## src/rtl/stopwatch_ctrl.sv

```systemverilog
// Stopwatch run/pause/clear controller for four cascaded BCD digits (MM:SS).
// Divides clk into a count tick and steps the digits up or down.
module stopwatch_ctrl #(
  parameter int unsigned TICK_DIV = 100000000,
  parameter int unsigned MAX_MIN  = 99
) (
  input  logic        clk,
  input  logic        rst,
  input  logic        start_stop,
  input  logic        clear,
  input  logic        mode,
  input  logic        preset_load,
  input  logic [15:0] preset,
  output logic [15:0] digits,
  output logic [3:0]  digit_en,
  output logic        up_down,
  output logic        tick,
  output logic        running,
  output logic        done
);

  localparam int unsigned DW = $clog2(TICK_DIV);
  localparam logic [DW-1:0] DIV_LAST = DW'(TICK_DIV - 1);
  // Up-mode terminal digits double as down-mode wrap targets.
  localparam logic [15:0] WRAP = 16'h9959;
  localparam logic [15:0] TOP = {
    4'(MAX_MIN / 10), 4'(MAX_MIN % 10), 4'd5, 4'd9
  };

  typedef enum logic [1:0] {
    IDLE,
    RUN,
    PAUSE,
    DONE
  } state_t;

  state_t        state_q, state_d;
  logic [15:0]   digits_q, digits_d;
  logic [15:0]   stepped, clamped;
  logic [DW-1:0] div_q, div_d;
  logic          dir_q, dir_d;
  logic [3:0]    at_term;
  logic [3:0]    en;

  function automatic logic [3:0] clamp(
    input logic [3:0] d,
    input logic [3:0] hi
  );
    return (d > hi) ? hi : d;
  endfunction

  // Tick, carry-chain enables, stepped digits and clamped preset.
  always_comb begin
    tick    = (state_q == RUN) && (div_q == DIV_LAST);
    at_term = '0;
    stepped = digits_q;
    for (int i = 0; i < 4; i++) begin
      at_term[i] = digits_q[4*i +: 4] ==
                   (dir_q ? WRAP[4*i +: 4] : 4'd0);
    end
    en[0] = tick;
    en[1] = tick & at_term[0];
    en[2] = tick & (&at_term[1:0]);
    en[3] = tick & (&at_term[2:0]);
    for (int i = 0; i < 4; i++) begin
      if (en[i]) begin
        if (dir_q)
          stepped[4*i +: 4] = at_term[i] ? 4'd0
                              : digits_q[4*i +: 4] + 4'd1;
        else
          stepped[4*i +: 4] = at_term[i] ? WRAP[4*i +: 4]
                              : digits_q[4*i +: 4] - 4'd1;
      end
    end
    clamped = {
      clamp(preset[15:12], 4'd9),
      clamp(preset[11:8],  4'd9),
      clamp(preset[7:4],   4'd5),
      clamp(preset[3:0],   4'd9)
    };
  end

  // Next-state logic; clear wins over every other pulse.
  always_comb begin
    state_d  = state_q;
    digits_d = digits_q;
    div_d    = div_q;
    dir_d    = dir_q;
    unique case (state_q)
      IDLE: begin
        if (preset_load) digits_d = clamped;
        if (start_stop) begin
          dir_d = ~mode;
          div_d = '0;
          state_d = (mode && digits_q == 16'h0)
                    ? DONE : RUN;
        end
      end
      RUN: begin
        div_d = tick ? '0 : div_q + 1'b1;
        if (start_stop) state_d = PAUSE;
        if (tick) begin
          if (dir_q && digits_q == TOP) begin
            state_d = DONE;
          end else begin
            digits_d = stepped;
            if (!dir_q && digits_q == 16'h0001)
              state_d = DONE;
          end
        end
      end
      PAUSE: begin
        if (preset_load) digits_d = clamped;
        if (start_stop)
          state_d = (!dir_q && digits_q == 16'h0)
                    ? DONE : RUN;
      end
      DONE: begin
        if (preset_load) begin
          digits_d = clamped;
          state_d  = PAUSE;
        end
      end
    endcase
    if (clear) begin
      state_d  = IDLE;
      digits_d = '0;
      div_d    = '0;
    end
  end

  // State, digit, divider and direction registers.
  always_ff @(posedge clk) begin
    if (rst) begin
      state_q  <= IDLE;
      digits_q <= '0;
      div_q    <= '0;
      dir_q    <= 1'b1;
    end else begin
      state_q  <= state_d;
      digits_q <= digits_d;
      div_q    <= div_d;
      dir_q    <= dir_d;
    end
  end

  assign digits   = digits_q;
  assign digit_en = en;
  assign up_down  = dir_q;
  assign running  = (state_q == RUN);
  assign done     = (state_q == DONE);

endmodule
```

## config.mk

```make
export PLATFORM = sky130hd
export DESIGN_NAME = stopwatch_ctrl
export DESIGN_NICKNAME = d
export VERILOG_FILES = /design/src/rtl/stopwatch_ctrl.sv
export SDC_FILE = /design/constraint.sdc
export NUM_CORES = 1
export LEC_CHECK = 0
export ABC_AREA = 0
export CAP_MARGIN = 20
export CORE_UTILIZATION = 40
export CTS_CLUSTER_SIZE = 30
export DETAILED_ROUTE_END_ITERATION = 10
export GPL_TIMING_DRIVEN = 0
export HOLD_SLACK_MARGIN = 0.06
export SLEW_MARGIN = 20
export SYNTH_ARGS = -nofsm -noshare
export SYNTH_HDL_FRONTEND = slang
export SYNTH_SLANG_ARGS = --single-unit
```

## constraint.sdc

```tcl
create_clock -name clk -period 3 [get_ports clk]
set_input_delay 0.45 -clock clk [delete_from_list [all_inputs] [get_ports clk]]
set_output_delay 0.45 -clock clk [all_outputs]
set_load 0.1 [all_outputs]
```

==> impl_metrics.py <==
# Flow results
metrics = {
    "outcome": {
        "status": "finished clean",
    },
    "critical_path": {
        "r2r_end": "digits[4]$_SDFFE_PP0P_",
        "critPathTopFamily": "simple AND/OR/NAND/NOR gates",
        "crit_buf_inv": 3,
        "reg2regPathDepth": 9,
        "critPathRequiredTime_ns": 2.55,
        "worstPathMaxFanout": 4,
        "path_class": "register to output pin",
        "crit_path_end": "digit_en[1]",
        "ff2ff_setup_slack_ns": 0.67,
        "worstPathCellList": "ha_1 > nand3_2 > nor4_4 > nand3_2 > clkinvlp_4 > nand2_1 > clkinvlp_4 > buf_4",
        "critPathArrivalTime_ns": 2.38,
        "startpoint": "div_q[1]$_SDFFE_PP0P_",
        "slowest_stage": "dfxtp_1",
        "rr_startpoint": "digits[1]$_SDFFE_PP0P_",
        "worstSetupStartpointType": "register",
        "end_kind": "output pin",
        "cp_slowest_stage_delay_ns": 0.39,
        "critical_path_depth": 8,
    },
    "final_layout": {
        "nNetsFinal": 523,
        "sh_comb_area_pct": 56.47,
        "largest_class": "logic gates",
        "drive_gt1_share_pct": 10.93,
        "multi_input_comb_cells": 336,
        "seq_share_pct": 21.96,
        "buffers": 82,
        "largest_register": "div_q",
        "buf_share_pct": 14.83,
        "fill_cells": 820,
        "largest_reg_flops": 27,
        "n_antenna_cell": 0,
        "logic_area_mm2": 0.002369,
        "seq_area_um2": 920.9,
        "finish.instance_area_mm2": 0.004194,
        "seq_cell_count": 46,
        "layout_top_cell": "dfxtp_1",
        "clk_share_pct": 2.267,
        "syn2layout_area_growth_pct": 20.06,
        "nClkBuffers": 6,
        "final_cells": 590,
        "inverters": 13,
    },
    "pwr": {
        "pwr-share-clk_pct": 29.2,
        "comb_power_share_pct": 25.7,
        "p_seq_uw": 636,
        "power.total_mw": 1.411,
        "power_density_mw_per_mm2": 336.4,
        "p_sw_share_pct": 33.83,
        "powerComb_uw": 363,
        "p_leak_nw": 1.406,
        "p_switching_uw": 477.3,
        "ir_drop_mv": 0.1650,
        "p_int_uw": 933.5,
        "p_seq_share_pct": 45.1,
    },
    "clock_network": {
        "clock_sink_count": 46,
        "cts_buffer_depth": 2,
        "post_cts.repair.setup_buffers": 0,
        "postCtsResizedCells": 24,
        "clock-root-buffer": "clkbuf_8",
        "clk_pin_slew_worst_paths_ns": 0.10,
        "htreeDepth": 2,
        "clk_latency_ns": 0.30,
        "cts_hold_buf": 0,
        "cts_inserted_buffers": 5,
        "cts_tree": "yes",
    },
    "final_timing": {
        "fin_ws_ns": 0.1740,
        "hold_viol": 0,
        "rsz0062_at_grt": "false",
        "hold_ws_ns": 0.5035,
        "fin_setup_tns_ns": 0,
        "slew_headroom_pct": 35.09,
        "setup_violations": 0,
        "max_slew.worst_pin.slew_ns": 0.9706,
        "fin_skew_ns": 0.01180,
        "period_used_pct": 94.20,
        "maxClockFrequency_ghz": 0.3539,
        "final-max-slew-violation-count": 0,
        "period_needed_ns": 2.826,
    },
    "detailed_routing": {
        "dr.first_iter.drc_count": 197,
        "dr_wl_met2_mm": 4.664,
        "wl_per_cell_um": 17.91,
        "top_layer_used": "met4",
        "wl_met1_mm": 5.163,
        "wl_mm": 10.56,
        "vias": 3621,
        "ant_nets": 0,
        "route.detailed.drc": 0,
        "drt_first_pass_iters": 5,
        "dr_wl_met3_um": 626,
        "drt-vias-per-instance": 6.137,
    },
    "synthesis": {
        "synth-edff-count": 0,
        "xor_share_pct": 2.758,
        "synth.avg_cell_area_um2": 8.086,
        "synth.area.mux_share_pct": 3.188,
        "top_logic_kind": "simple AND/OR/NAND/NOR gates",
        "ff_type": "dfxtp_1",
        "synth_seq_share_pct": 26.36,
        "adder_share_pct": 6.089,
        "floorplan.nets": 471,
        "top_cell": "dfxtp_1",
        "ys_seq_elements": 46,
        "synthDistinctLibCells": 64,
        "syn_area_mm2": 0.003493,
        "synth.top_cells.by_count": "dfxtp_1 (46), nand2_1 (35), a21oi_1 (23)",
        "ys_sh_aoi_pct": 27.11,
        "ys_area_mm2": 0.003493,
        "top_cells_by_area": "dfxtp_1 (26%), ha_1 (6.1%), a311oi_1 (5.0%), nand2_1 (3.8%), a21oi_1 (3.3%)",
        "synthSimpleGateAreaFrac_pct": 27.94,
        "yosysTopAreaCell": "dfxtp_1",
        "synth_warnings": 0,
        "synth_cells": 432,
        "synth_top_area_share_pct": 26.36,
        "yosysCellCount": 432,
    },
    "global_route": {
        "grt-busiest-layer": "met2",
        "grt_pass1_wl_mm": 16.66,
        "grt_overflow": 0,
        "antenna_found_initial": 0,
        "grt_use_met1_pct": 34.91,
        "grt_pass1_vias": 3288,
        "grt_max_degree": 15,
        "grt_use_total_pct": 23.84,
        "met2_usage_pct": 37.62,
    },
    "floorplanning": {
        "core_area_mm2": 0.008341,
        "chipArea_mm2": 0.009111,
        "die_w_um": 95.45,
        "ioPinCount": 46,
        "num_rows": 33,
        "num_tap_cells": 105,
        "fp_util_pct": 41.88,
    },
    "placement": {
        "dp_hpwl_mm": 7.736,
        "dpl_worst_slack_ns": -0.4171,
        "place_congestion": 0.8255,
        "port_buffers": 45,
        "dp_cells": 582,
        "dpl_cell_area_mm2": 0.004098,
    },
    "worst_hold_path": {
        "hold_class": "register to register",
        "worstHoldStart": "div_q[26]$_SDFFE_PP0P_",
        "hold_end": "div_q[26]$_SDFFE_PP0P_",
        "whs_path_depth": 1,
    },
    "job": {
        "cap_viol_max_count": 0,
        "tool_warnings": 39,
    },
}
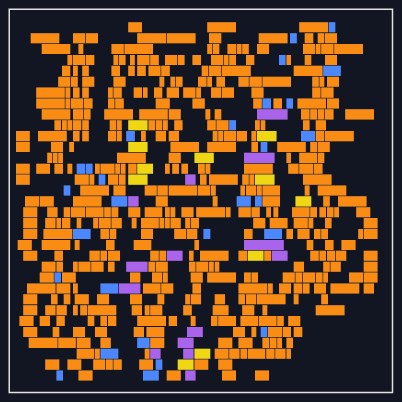
(cell sizes after repair)
(4 px per µm)
- drive 1 or less: orange (cells 432)
- drive 3 to 4: purple (cells 14)
- drive 6 and up: yellow (cells 11)
- drive 2: blue (cells 28)

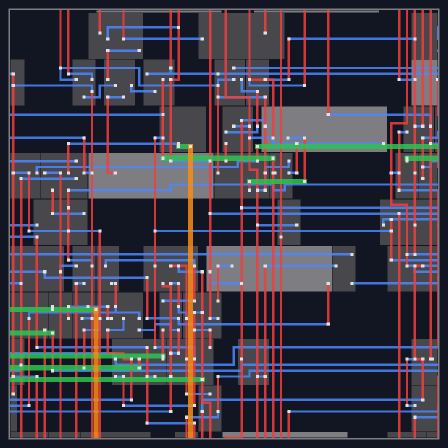
(a small window of the routed layout)
Window x 35 to 60, y 35 to 60 µm. Cells in grey, sequential cells in the stronger grey; small squares are vias.
- met2: red
- met4: orange
- met1: blue
- met3: green
- sequential cells in the window: 3
- netlist names of flops here include: div_q (2), digits (1)
- most frequent: nand2_1 (6), clkbuf_1 (3), dfxtp_1 (3)
- cells with their middle in the window: 37

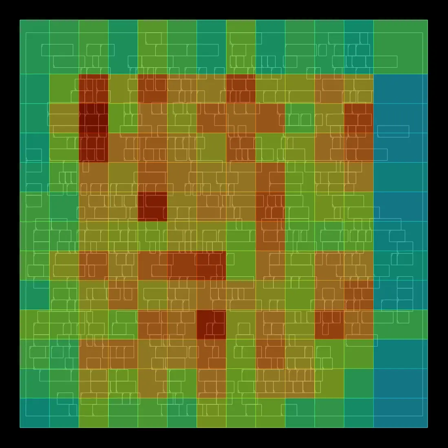
(track usage over the die)
met3 Use GR: 2.791%
final core utilization: 50.29%

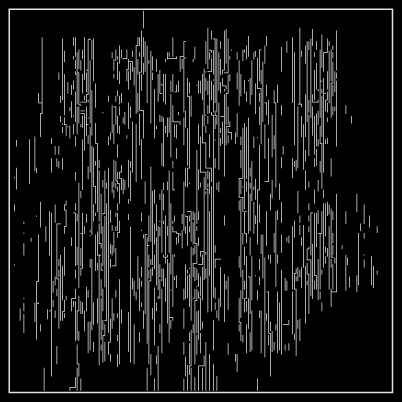
(metal 2)
(4 px per µm)
- wire length on this layer: 4,660 µm
- share of all routed wire: 44%
- nets with wire on the layer: 439
- main direction: vertical

Power is estimated from default activity; no workload was simulated.
